**config.mk**
```make
export PLATFORM = sky130hd
export DESIGN_NAME = tone_sequencer
export DESIGN_NICKNAME = d
export VERILOG_FILES = /design/src/rtl/tone_sequencer.sv
export SDC_FILE = /design/constraint.sdc
export NUM_CORES = 1
export LEC_CHECK = 0
export CAP_MARGIN = 20
export CORE_MARGIN = 10
export CORE_UTILIZATION = 55
export CTS_CLUSTER_SIZE = 25
export DETAILED_ROUTE_END_ITERATION = 10
export PLACE_DENSITY = 0.74
export SYNTH_ARGS = -nofsm -noshare
export SYNTH_HDL_FRONTEND = slang
export SYNTH_SLANG_ARGS = --single-unit
```
**constraint.sdc**
```tcl
create_clock -name i_clk -period 3.9 [get_ports i_clk]
set_input_delay 1.17 -clock i_clk [delete_from_list [all_inputs] [get_ports i_clk]]
set_output_delay 1.17 -clock i_clk [all_outputs]
set_load 0.1 [all_outputs]
```
**src/rtl/tone_sequencer.sv**
```systemverilog
`default_nettype none
// ============================================================================
// tone_sequencer : step table of (FCW, duration) pairs played out on sample strobes
// Rev 1.0
// ============================================================================
module tone_sequencer #(
  parameter int N_STEPS = 8,
  parameter int DUR_W   = 16
) (
  input  logic                       i_clk,
  input  logic                       i_rst_n,
  input  logic                       i_wr_en,
  input  logic [$clog2(N_STEPS)-1:0] i_wr_addr,
  input  logic [15:0]                i_wr_fcw,
  input  logic [DUR_W-1:0]           i_wr_dur,
  input  logic                       i_start,
  input  logic                       i_stop,
  input  logic                       i_loop,
  input  logic                       i_sample_req,
  output logic [15:0]                o_fcw,
  output logic                       o_gate,
  output logic [$clog2(N_STEPS)-1:0] o_step,
  output logic                       o_busy,
  output logic                       o_done,
  output logic                       o_wr_err
);

  localparam int                ADDR_W    = $clog2(N_STEPS);
  localparam logic [ADDR_W-1:0] LAST_STEP = ADDR_W'(N_STEPS - 1);

  typedef enum logic [0:0] {
    IDLE = 1'b0,
    PLAY = 1'b1
  } state_t;

  state_t            r_state, w_state_nxt;
  logic [15:0]       r_fcw_tbl [N_STEPS];
  logic [DUR_W-1:0]  r_dur_tbl [N_STEPS];

  logic [15:0]       r_fcw,    w_fcw_nxt;
  logic [ADDR_W-1:0] r_step,   w_step_nxt;
  logic [DUR_W-1:0]  r_count,  w_count_nxt;
  logic              r_gate,   w_gate_nxt;
  logic              r_busy,   w_busy_nxt;
  logic              r_done,   w_done_nxt;
  logic              r_wr_err, w_wr_err_nxt;

  logic [ADDR_W-1:0] w_next_step;
  logic              w_seq_end;
  logic              w_wr_accept;

  assign w_next_step = r_step + ADDR_W'(1);
  // The last table slot ends the sequence without looking past the table.
  assign w_seq_end   = (r_step == LAST_STEP) || (r_dur_tbl[w_next_step] == '0);
  assign w_wr_accept = i_wr_en && (r_state == IDLE);

  always_ff @(posedge i_clk or negedge i_rst_n) begin
    if (!i_rst_n) begin
      for (int i = 0; i < N_STEPS; i++) begin
        r_fcw_tbl[i] <= '0;
        r_dur_tbl[i] <= '0;
      end
    end else if (w_wr_accept) begin
      r_fcw_tbl[i_wr_addr] <= i_wr_fcw;
      r_dur_tbl[i_wr_addr] <= i_wr_dur;
    end
  end

  always_ff @(posedge i_clk or negedge i_rst_n) begin
    if (!i_rst_n) begin
      r_state  <= IDLE;
      r_fcw    <= '0;
      r_step   <= '0;
      r_count  <= '0;
      r_gate   <= 1'b0;
      r_busy   <= 1'b0;
      r_done   <= 1'b0;
      r_wr_err <= 1'b0;
    end else begin
      r_state  <= w_state_nxt;
      r_fcw    <= w_fcw_nxt;
      r_step   <= w_step_nxt;
      r_count  <= w_count_nxt;
      r_gate   <= w_gate_nxt;
      r_busy   <= w_busy_nxt;
      r_done   <= w_done_nxt;
      r_wr_err <= w_wr_err_nxt;
    end
  end

  always_comb begin
    w_state_nxt  = r_state;
    w_fcw_nxt    = r_fcw;
    w_step_nxt   = r_step;
    w_count_nxt  = r_count;
    w_gate_nxt   = r_gate;
    w_done_nxt   = 1'b0;
    w_wr_err_nxt = i_wr_en && (r_state == PLAY);

    case (r_state)
      IDLE: begin
        if (i_start) begin
          if (r_dur_tbl[0] != '0) begin
            w_state_nxt = PLAY;
            w_step_nxt  = '0;
            w_fcw_nxt   = r_fcw_tbl[0];
            w_count_nxt = r_dur_tbl[0];
            w_gate_nxt  = 1'b1;
          end else begin
            w_done_nxt  = 1'b1;
          end
        end
      end
      PLAY: begin
        // Stop wins over any step or sequence end in the same cycle.
        if (i_stop) begin
          w_state_nxt = IDLE;
          w_step_nxt  = '0;
          w_count_nxt = '0;
          w_gate_nxt  = 1'b0;
        end else if (i_sample_req) begin
          if (r_count == DUR_W'(1)) begin
            if (!w_seq_end) begin
              w_step_nxt  = w_next_step;
              w_fcw_nxt   = r_fcw_tbl[w_next_step];
              w_count_nxt = r_dur_tbl[w_next_step];
            end else if (i_loop) begin
              w_step_nxt  = '0;
              w_fcw_nxt   = r_fcw_tbl[0];
              w_count_nxt = r_dur_tbl[0];
            end else begin
              w_state_nxt = IDLE;
              w_step_nxt  = '0;
              w_count_nxt = '0;
              w_gate_nxt  = 1'b0;
              w_done_nxt  = 1'b1;
            end
          end else begin
            w_count_nxt = r_count - DUR_W'(1);
          end
        end
      end
      default: w_state_nxt = IDLE;
    endcase

    w_busy_nxt = (w_state_nxt == PLAY);
  end

  assign o_fcw    = r_fcw;
  assign o_gate   = r_gate;
  assign o_step   = r_step;
  assign o_busy   = r_busy;
  assign o_done   = r_done;
  assign o_wr_err = r_wr_err;

endmodule
`default_nettype wire

```
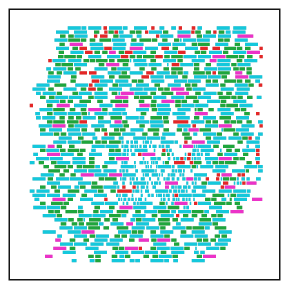
Fig. 1. Drive-strength map (run 1).
Scale: 1.5 px per um.
size	color	cells	share	most used
x2	green	362	35%	mux2_2
x3 and x4	red	70	6.8%	buf_4
x1 and smaller	cyan	542	53%	dfrtp_1
x6 and larger	magenta	54	5.3%	clkbuf_16

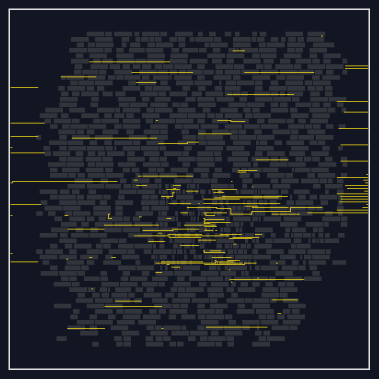
Fig. 2. Signal wires on met3 (run 1).
Scale: 2 px per um. Cells faint in the background.
nets with wire on the layer	87
share of all routed wire	5.1%
main direction	horizontal
wire length on this layer	1590 um
Routed Wire Length: 31.1 mm
GR Util met3: 3.45%
Vias: 8366

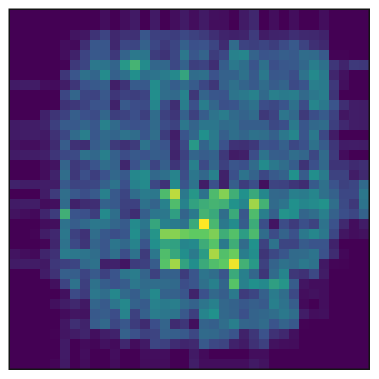
Fig. 3. Wire density map (run 1).
Scale: 2 px per um. 36 x 36 tiles, from dark purple (low) to yellow (high), scaled to the fullest tile. Values are wire area over tile area, all layers added.
fullest tile	0.70
tiles over half the peak	5.2%
densest ninth of the die	center
mean over tiles	0.15
nearly empty tiles	20%
WL per Instance: 22.9 um
Total GRT Usage: 19.9%

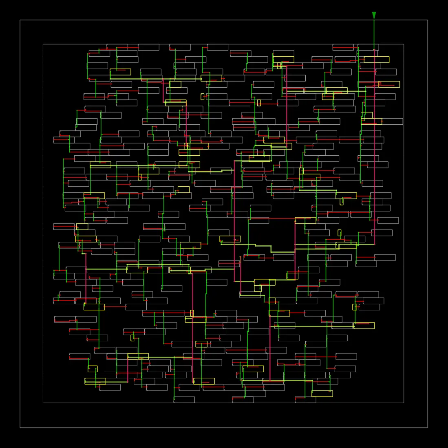
Fig. 4. The clock network (run 1).
Latency at later pin: 0.50 ns
CLK BUF: 51
clk pwr: 0.00305 W
seq_cells: 295
CTS buffer count: 34

==> reports/metrics.yaml, run 1 <==
run_status:
  status: "completed"
clock_tree:
  clock_sinks: 295
  cts-root-buf: "clkbuf_16"
  cts_hold_buffers: 0
  cts_tree: "done"
  cts_resized: 0
  htreeDepth: 2
synthesis:
  ys_seq_elements: 295
  synth-simple-area-share_pct: 3.34
  netlist_top_cells_count: "dfrtp_1, mux2_2, mux4_2"
  flop_cell: "dfrtp_1"
  ys_warn_count: 0
  topCombFamilyByArea: "multiplexers"
  aoi_share_pct: 3.92
  yosys.stat.seqShare_pct: 52.9
  ys_cells: 937
  syn_avg_cell_area_um2: 14.9
  yosys_area_um2: 14000
  yosys.area.top_type: "dfrtp_1"
  top_area_share_pct: 52.9
floorplanning:
  die_w_um: 179
  nWellTaps: 330
  io_pins: 65
  die_area_um2: 32100
  fp-utilization_pct: 55.7
  rows: 58
cells_and_area:
  antenna_cells: 1
  clk_share_pct: 6.65
  fillers: 1855
  combGateArea_um2: 6310
  area_delta_synth_final_pct: 15.7
  largest_class: "registers"
  buffer_area_share_pct: 5.77
  final_cells: 1359
  comb_cells: 573
  n_all_inverters: 7
  top_regs: "r_dur_tbl x128, r_fcw_tbl x128"
  final_util_pct: 64.5
job:
  drv_cap: 0
  warning_count: 27
worst_setup_path:
  path_max_fanout: 32
  crit_start: "o_step[0]"
  endpoint_kind: "register"
  r2r_start: "o_step[0]"
  crit_required_ns: 4.28
  cp_top_family: "multiplexers"
  slowest_delay_ns: 0.49
  reg2regPathDepth: 10
  arrival_ns: 3.98
  startpoint_type: "register"
  critPathSlowestCell: "dfrtp_4"
  r2r-end: "o_fcw[5]"
placed_design:
  io_buffers: 64
  dp_slack_ns: 0.303
  placed_area_um2: 15100
  dp_hpwl_mm: 18.8
global_route:
  grt_pass1_wl_mm: 50.5
  grt_use_met2_pct: 30.9
  overflow: 0
  grt_pass1_vias: 8862
  met1_usage_pct: 28.6
sta:
  setup_viol: 0
  tightest_slew_ns: 0.972
  whs_ns: 0.500
  max_freq_mhz: 277
  skew_ns: 0.0137
  slew_headroom_pct: 35.0
  finalWorstSetupSlack_ns: 0.295
  slew_violations: 0
  fin_crit_ns: 3.61
  finalSetupTns_ns: 0
pwr:
  swShare_pct: 31.6
  power-top-group: "registers"
  clkPwrFrac_pct: 27.4
  power_w: 0.0111
  max-vdd-ir-drop_mv: 0.603
  powerComb_w: 0.00326
  powerSeq_w: 0.00480
  pwr-share-seq_pct: 43.2
hold_path:
  holdPathEnd: "r_fcw_tbl[18]"
  min_path_cells: 1
drt:
  post_drt_via_cell_ratio: 6.16
  met3_wirelength_mm: 1.59
  top_layer: "met4"
  met2WireLength_mm: 14.4
  wl_met1_mm: 14.4
==> run 1 -> run 2 <==
Settings changed: GPL_ROUTABILITY_DRIVEN from default to 0.
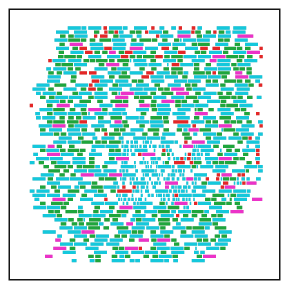
Fig. 5. Drive-strength map (run 2).
Scale: 1.5 px per um.
size	color	cells	share	most used
x3 and x4	red	70	6.8%	buf_4
x2	green	362	35%	mux2_2
x6 and larger	magenta	54	5.3%	clkbuf_16
x1 and smaller	cyan	542	53%	dfrtp_1

==> reports/metrics.yaml, run 2 <==
synthesis:
  yosys.stat.seqShare_pct: 52.9  # unchanged
  topCombFamilyByArea: "multiplexers"  # unchanged
  yosys_area_um2: 14000  # unchanged
  ys_seq_elements: 295  # unchanged
  netlist_top_cells_count: "dfrtp_1, mux2_2, mux4_2"  # unchanged
  aoi_share_pct: 3.92  # unchanged
clock_tree:
  cts_hold_buffers: 0  # unchanged
  cts_resized: 0  # unchanged
  cts-root-buf: "clkbuf_16"  # unchanged
  clk_latency_ns: 0.50  # about the same
  cts_tree: "done"  # unchanged
  htreeDepth: 2  # unchanged
sta:
  slew_violations: 0  # unchanged
  setup_viol: 0  # unchanged
  skew_ns: 0.0137  # unchanged
  whs_ns: 0.500  # unchanged
  finalWorstSetupSlack_ns: 0.295  # unchanged
  max_freq_mhz: 277  # unchanged
pwr:
  powerClk_w: 0.00305  # about the same
  pwr-share-seq_pct: 43.2  # about the same
  swShare_pct: 31.6  # unchanged
  clkPwrFrac_pct: 27.4  # about the same
  power_w: 0.0111  # unchanged
cells_and_area:
  antenna_cells: 1  # unchanged
  final.clkbuf_count: 51  # unchanged
  comb_cells: 573  # unchanged
  largest_class: "registers"  # unchanged
  final_cells: 1359  # unchanged
  flops: 295  # unchanged
  fillers: 1855  # unchanged
  buffer_area_share_pct: 5.77  # unchanged
  area_delta_synth_final_pct: 15.7  # unchanged
job:
  drv_cap: 0  # unchanged
  warning_count: 27  # unchanged
global_route:
  met1_usage_pct: 28.6  # unchanged
  grt_use_met2_pct: 30.9  # unchanged
  gr-usage-all-layers_pct: 19.9  # unchanged
  grt_pass1_wl_mm: 50.5  # unchanged
placed_design:
  io_buffers: 64  # unchanged
  dp_hpwl_mm: 18.8  # unchanged
  dp_slack_ns: 0.303  # unchanged
  placed_area_um2: 15100  # unchanged
hold_path:
  holdPathEnd: "r_fcw_tbl[18]"  # unchanged
floorplanning:
  rows: 58  # unchanged
  nWellTaps: 330  # unchanged
  fp-utilization_pct: 55.7  # unchanged
drt:
  post_drt_wl_per_cell_um: 22.9  # unchanged
  wl_met1_mm: 14.4  # unchanged
  vias: 8366  # unchanged
  routed_wl_mm: 31.1  # unchanged
worst_setup_path:
  startpoint_type: "register"  # unchanged
  cp_top_family: "multiplexers"  # unchanged
  crit_required_ns: 4.28  # about the same
  r2r_start: "o_step[0]"  # unchanged
  slowest_delay_ns: 0.49  # about the same
  critPathSlowestCell: "dfrtp_4"  # unchanged
run_status:
  status: "completed"  # unchanged
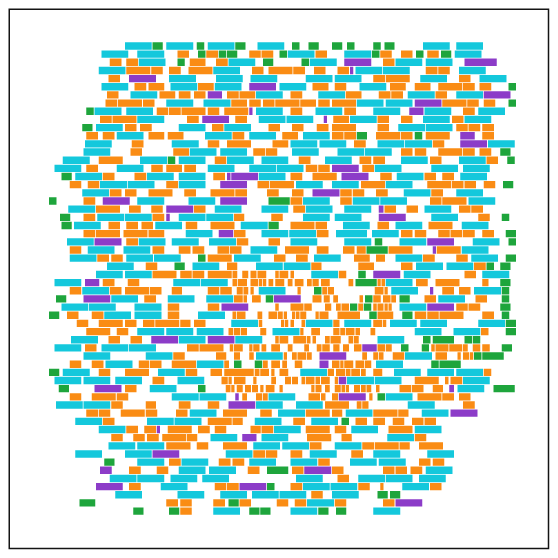
Fig. 6. Placed cells, one color a class (run 2).
Scale: 3 px per um.
class	color	cells	share of their area
remaining buffers and delay cells	green	96	5.9%
remaining logic cells	orange	580	40%
clock drivers and dummy loads	purple	57	6.8%
sequential cells	cyan	295	47%

Power and IR drop assume default switching activity.
